[src/rtl/fifo_pkg.sv]
// Shared constants and state encoding for the byte packer feeding the 8x32 FIFO.
package fifo_pkg;

   localparam int unsigned FIFO_DATA_W = 32;
   localparam int unsigned FIFO_BYTE_W = 8;
   localparam int unsigned FIFO_BYTES  = 4;
   localparam int unsigned LANE_IDX_W  = 2;
   localparam int unsigned NBYTES_W    = 3;

   typedef enum logic {
      FILL = 1'b0,
      PUSH = 1'b1
   } packer_state_e;

endpackage

[src/rtl/packer_lane_sel.sv]
// Decodes the current fill count into a one-hot lane write-enable.
// FIFO_PACKER_BIG_ENDIAN_EN: first byte lands in the MSB lane instead of the LSB lane.
module packer_lane_sel
   import fifo_pkg::*;
(
   input  logic [LANE_IDX_W-1:0] byte_cnt,
   input  logic                  en,
   output logic [FIFO_BYTES-1:0] lane_we_c
);

   always_comb begin
      lane_we_c = '0;
      if (en) begin
`ifdef FIFO_PACKER_BIG_ENDIAN_EN
         lane_we_c[LANE_IDX_W'(FIFO_BYTES - 1) - byte_cnt] = 1'b1;
`else
         lane_we_c[byte_cnt] = 1'b1;
`endif
      end
   end

endmodule

[src/rtl/fifo_byte_packer.sv]
// Packs a valid/ready byte stream into 32-bit words and writes them into the FIFO.
// Lane order is selected by FIFO_PACKER_BIG_ENDIAN_EN inside packer_lane_sel.
module fifo_byte_packer
   import fifo_pkg::*;
#(
   parameter int unsigned CNT_W = 16
) (
   input  logic                   clk,
   input  logic                   rst,
   input  logic [FIFO_BYTE_W-1:0] byte_in,
   input  logic                   byte_valid,
   output logic                   byte_ready,
   input  logic                   flush,
   input  logic                   fifo_full,
   output logic                   fifo_wr_en,
   output logic [FIFO_DATA_W-1:0] fifo_data,
   output logic [NBYTES_W-1:0]    word_bytes,
   output logic [LANE_IDX_W-1:0]  byte_cnt,
   output logic [CNT_W-1:0]       word_count
);

   packer_state_e          state;
   logic [FIFO_DATA_W-1:0] shift_word;

   logic                   accept_c;
   logic [FIFO_BYTES-1:0]  lane_we_c;
   logic [FIFO_DATA_W-1:0] merged_c;
   logic [NBYTES_W-1:0]    held_c;
   logic                   push_c;

   assign accept_c   = (state == FILL) && byte_valid;
   assign byte_ready = (state == FILL);
   // Write strobe must track fifo_full in the same cycle so a word is never dropped.
   assign fifo_wr_en = (state == PUSH) && !fifo_full && !rst;

   packer_lane_sel u_lane_sel (
      .byte_cnt  (byte_cnt),
      .en        (accept_c),
      .lane_we_c (lane_we_c)
   );

   // Current partial word with this cycle's byte merged into its lane.
   always_comb begin
      merged_c = shift_word;
      for (int k = 0; k < int'(FIFO_BYTES); k++) begin
         if (lane_we_c[k]) merged_c[k*FIFO_BYTE_W +: FIFO_BYTE_W] = byte_in;
      end
   end

   assign held_c = NBYTES_W'(byte_cnt) + NBYTES_W'(accept_c);
   assign push_c = (state == FILL) &&
                   ((held_c == NBYTES_W'(FIFO_BYTES)) || (flush && (held_c != '0)));

   always_ff @(posedge clk) begin
      if (rst) begin
         state      <= FILL;
         shift_word <= '0;
         byte_cnt   <= '0;
         fifo_data  <= '0;
         word_bytes <= '0;
         word_count <= '0;
      end else begin
         unique case (state)
            FILL: begin
               if (push_c) begin
                  fifo_data  <= merged_c;
                  word_bytes <= held_c;
                  shift_word <= '0;
                  byte_cnt   <= '0;
                  state      <= PUSH;
               end else if (accept_c) begin
                  shift_word <= merged_c;
                  byte_cnt   <= byte_cnt + LANE_IDX_W'(1);
               end
            end
            PUSH: begin
               if (fifo_wr_en) begin
                  word_count <= word_count + CNT_W'(1);
                  word_bytes <= '0;
                  state      <= FILL;
               end
            end
            default: state <= FILL;
         endcase
      end
   end

endmodule

[config.mk]
export PLATFORM = sky130hd
export DESIGN_NAME = fifo_byte_packer
export DESIGN_NICKNAME = d
export VERILOG_FILES = /design/src/rtl/fifo_pkg.sv /design/src/rtl/packer_lane_sel.sv /design/src/rtl/fifo_byte_packer.sv
export SDC_FILE = /design/constraint.sdc
export NUM_CORES = 1
export LEC_CHECK = 0
export CAP_MARGIN = 20
export CORE_MARGIN = 2
export CORE_UTILIZATION = 30
export DETAILED_ROUTE_END_ITERATION = 6
export PLACE_DENSITY = 0.63
export SYNTH_ARGS = -nofsm -noshare
export SYNTH_HDL_FRONTEND = slang
export SYNTH_HIERARCHICAL = 1
export SYNTH_SLANG_ARGS = --single-unit
[constraint.sdc]
create_clock -name clk -period 4.3 [get_ports clk]
set_input_delay 1.29 -clock clk [delete_from_list [all_inputs] [get_ports clk]]
set_output_delay 1.29 -clock clk [all_outputs]
set_load 0.02 [all_outputs]
Figure 1. Congestion heat map.
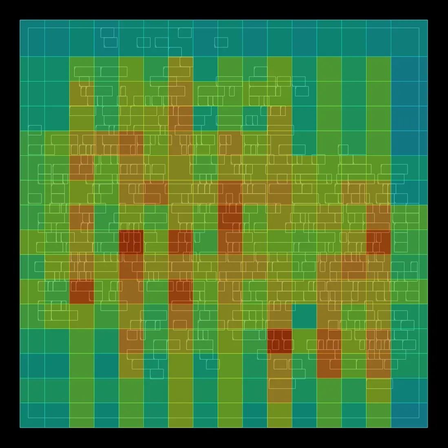
GR Util met2: 0.2287
WL/cell: 14.14 um
global route hottest layer: met2

Figure 2. Ports around the boundary.
Pins as bars across the die edge, other pins in grey.
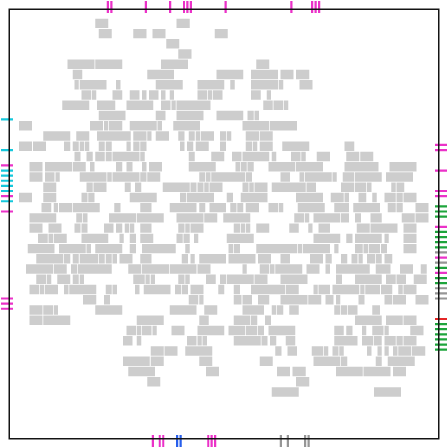
Key: blue = `byte_cnt` [pins 2, direction output, edge bottom]; magenta = `fifo_data` [pins 32, direction output, edge 12 top, 8 right, 6 left, 6 bottom]; cyan = `byte_in` [pins 8, direction input, edge left]; green = `word_count` [pins 16, direction output, edge right]; red = `clk` [pins 1, direction input, edge right]

Figure 3. Routed metal, one colour a layer.
Scale bar: 20 um.
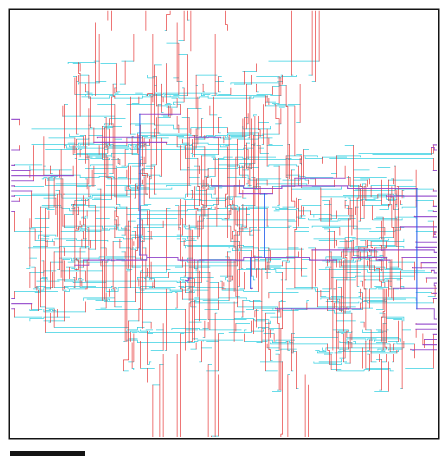
Key: blue = met4 [wire length 94.5 um]; red = met2 [wire length 4130 um]; purple = met3 [wire length 444 um]; cyan = met1 [wire length 4010 um]
All-Layer GR Usage: 0.1400
final wirelength: 8682 um

==> synth_stat cells (all sizes together) <==
| cell type | instances |
|---|---|
| nand4 | 4 |
| o21ai | 4 |
| nor3 | 4 |
| nor3b | 1 |
| nand3 | 40 |
| xor2 | 4 |
| or2 | 1 |
| clkbuf | 21 |
| mux2 | 1 |
| nand3b | 3 |
| mux2i | 32 |
| xnor2 | 8 |
| buf | 17 |
| a211oi | 32 |
| nand2 | 42 |
| nand4b | 1 |
| nor4 | 3 |
| a21oi | 42 |
| dfxtp | 86 |
| ha | 3 |
| nand2b | 1 |
| or4 | 1 |
| nor2 | 48 |
| and3b | 2 |
| inv | 3 |
| or3 | 3 |
| nor2b | 3 |
| a31o | 1 |
| nand4bb | 1 |
| or3b | 1 |
| and3 | 1 |
==> metal layers <==
layer,vias up,share of wire,GRT usage
li1,1545,-,-
met1,1435,0.46,0.1797
met2,68,0.48,0.2287
met3,9,0.051,0.04198
met4,0,0.011,0.04065
met5,-,0,0
==> metrics by stage <==
| step | utilization | instances | setup slack (ps) |
|---|---|---|---|
| global route | 0.3966 | 614 | 283.2 |
| CTS | 0.3966 | 614 | 377.0 |
| floorplan | - | 414 | 870.2 |
| detailed placement | 0.3711 | 598 | 380.5 |
| finish | 0.3966 | 614 | 376.1 |
| global placement | 0.3711 | 598 | 381.4 |
==> final cells by class <==
class | count | area (sq um)
Clock buffer | 13 | 260.3
Clock inverter | 3 | 42.54
Fill cell | 1175 | 7157
Inverter | 3 | 11.26
Multi-Input combinational cell | 287 | 1734
Sequential cell | 86 | 1722
Tap cell | 147 | 183.9
Timing Repair Buffer | 75 | 750.7
==> state kept, by name, indices dropped and copies added (netlist names) <==
register / flops
fifo_data: 32
word_count: 16
state: 1
byte_cnt: 2
word_bytes: 3
shift_word: 32
==> impl_metrics.yaml <==
# physical design summary
clock_tree:
  numCtsBuffers: 9
  clock_latency_ps: 330
  postCtsHoldBufs: 0
  post_cts_buffers: 0
  clock-sinks: 86
  clkTransAtPathRegs_ps: 60
  cts_buffer_depth: 2
  cts_tree: "done"
logic_synthesis:
  syn_avg_cell_area_sq_um: 8.722
  ys_chip_area_sq_um: 3611
  topCombFamilyByArea: "simple AND/OR/NAND/NOR gates"
  simple_gate_area_frac: 0.2124
  mux_share: 0.09182
  synth_flop_count: 86
  area_leaders: "dfxtp_1 48%, mux2i_1 8.9%, a211oi_1 6.7%, a21oi_1 5.7%, nand3_1 5.4%"
  ys_warn_count: 6
  netlist.area_leader.share: 0.4768
  ys_seq_frac: 0.4768
die:
  fp_util: 0.3044
  core_area_sq_um: 11860
  rows: 40
  die_w_um: 113.7
  die-area_sq_um: 12930
grt:
  grt_max_degree: 70
  overflow: 0
  antenna_found_initial: 0
setup_path:
  crit_arrival_ps: 2630
  crit_type: "input port to output port"
  cp_slowest_cell: "clkdlybuf4s50_1"
  critPathMostFrequentCell: "clkdlybuf4s50_1"
  r2r-start: "state"
  rrSetupSlack_ps: 1880
  slowest_delay_ps: 600
  reg2reg_to: "shift_word[14]"
  endpoint_kind: "output port"
  cp_top_family: "buffers and inverters"
  crit_path_start_kind: "input port"
  cp.required_ps: 3010
  reg2regPathDepth: 8
  worst-path-stages: 4
timing:
  rsz0062_at_grt: "no"
  hold_viol: 0
  max_freq_mhz: 254.9
  min_period_ps: 3924
  setup-tns-final_ps: 0
  fin_skew_ps: 4.438
  whs_ps: 453.3
status:
  status: "completed"
power_and_ir_drop:
  p_leak_uw: 0.001483
  vdd_drop_max_mv: 0.2276
  switching_share: 0.2861
  pg_seq_uw: 917
  p_int_uw: 1572
  total_power_uw: 2201
  p_seq_frac: 0.416
  clockPowerShare: 0.353
cells_and_area:
  layout.cells.most_common: "dfxtp_1"
  syn_to_final_growth_pct: 30.28
  most-common-layout-cells: "86 x dfxtp_1, 66 x clkdlybuf4s50_1, 48 x nor2_1"
place:
  port_buffers: 67
  placed_area_sq_um: 4402
detailed_routing:
  drcViolationCount: 0
  ant_nets: 0
  dr.pass1.iters: 4
run:
  cap_violations: 0
min_path:
  min-delay-start: "shift_word[5]"
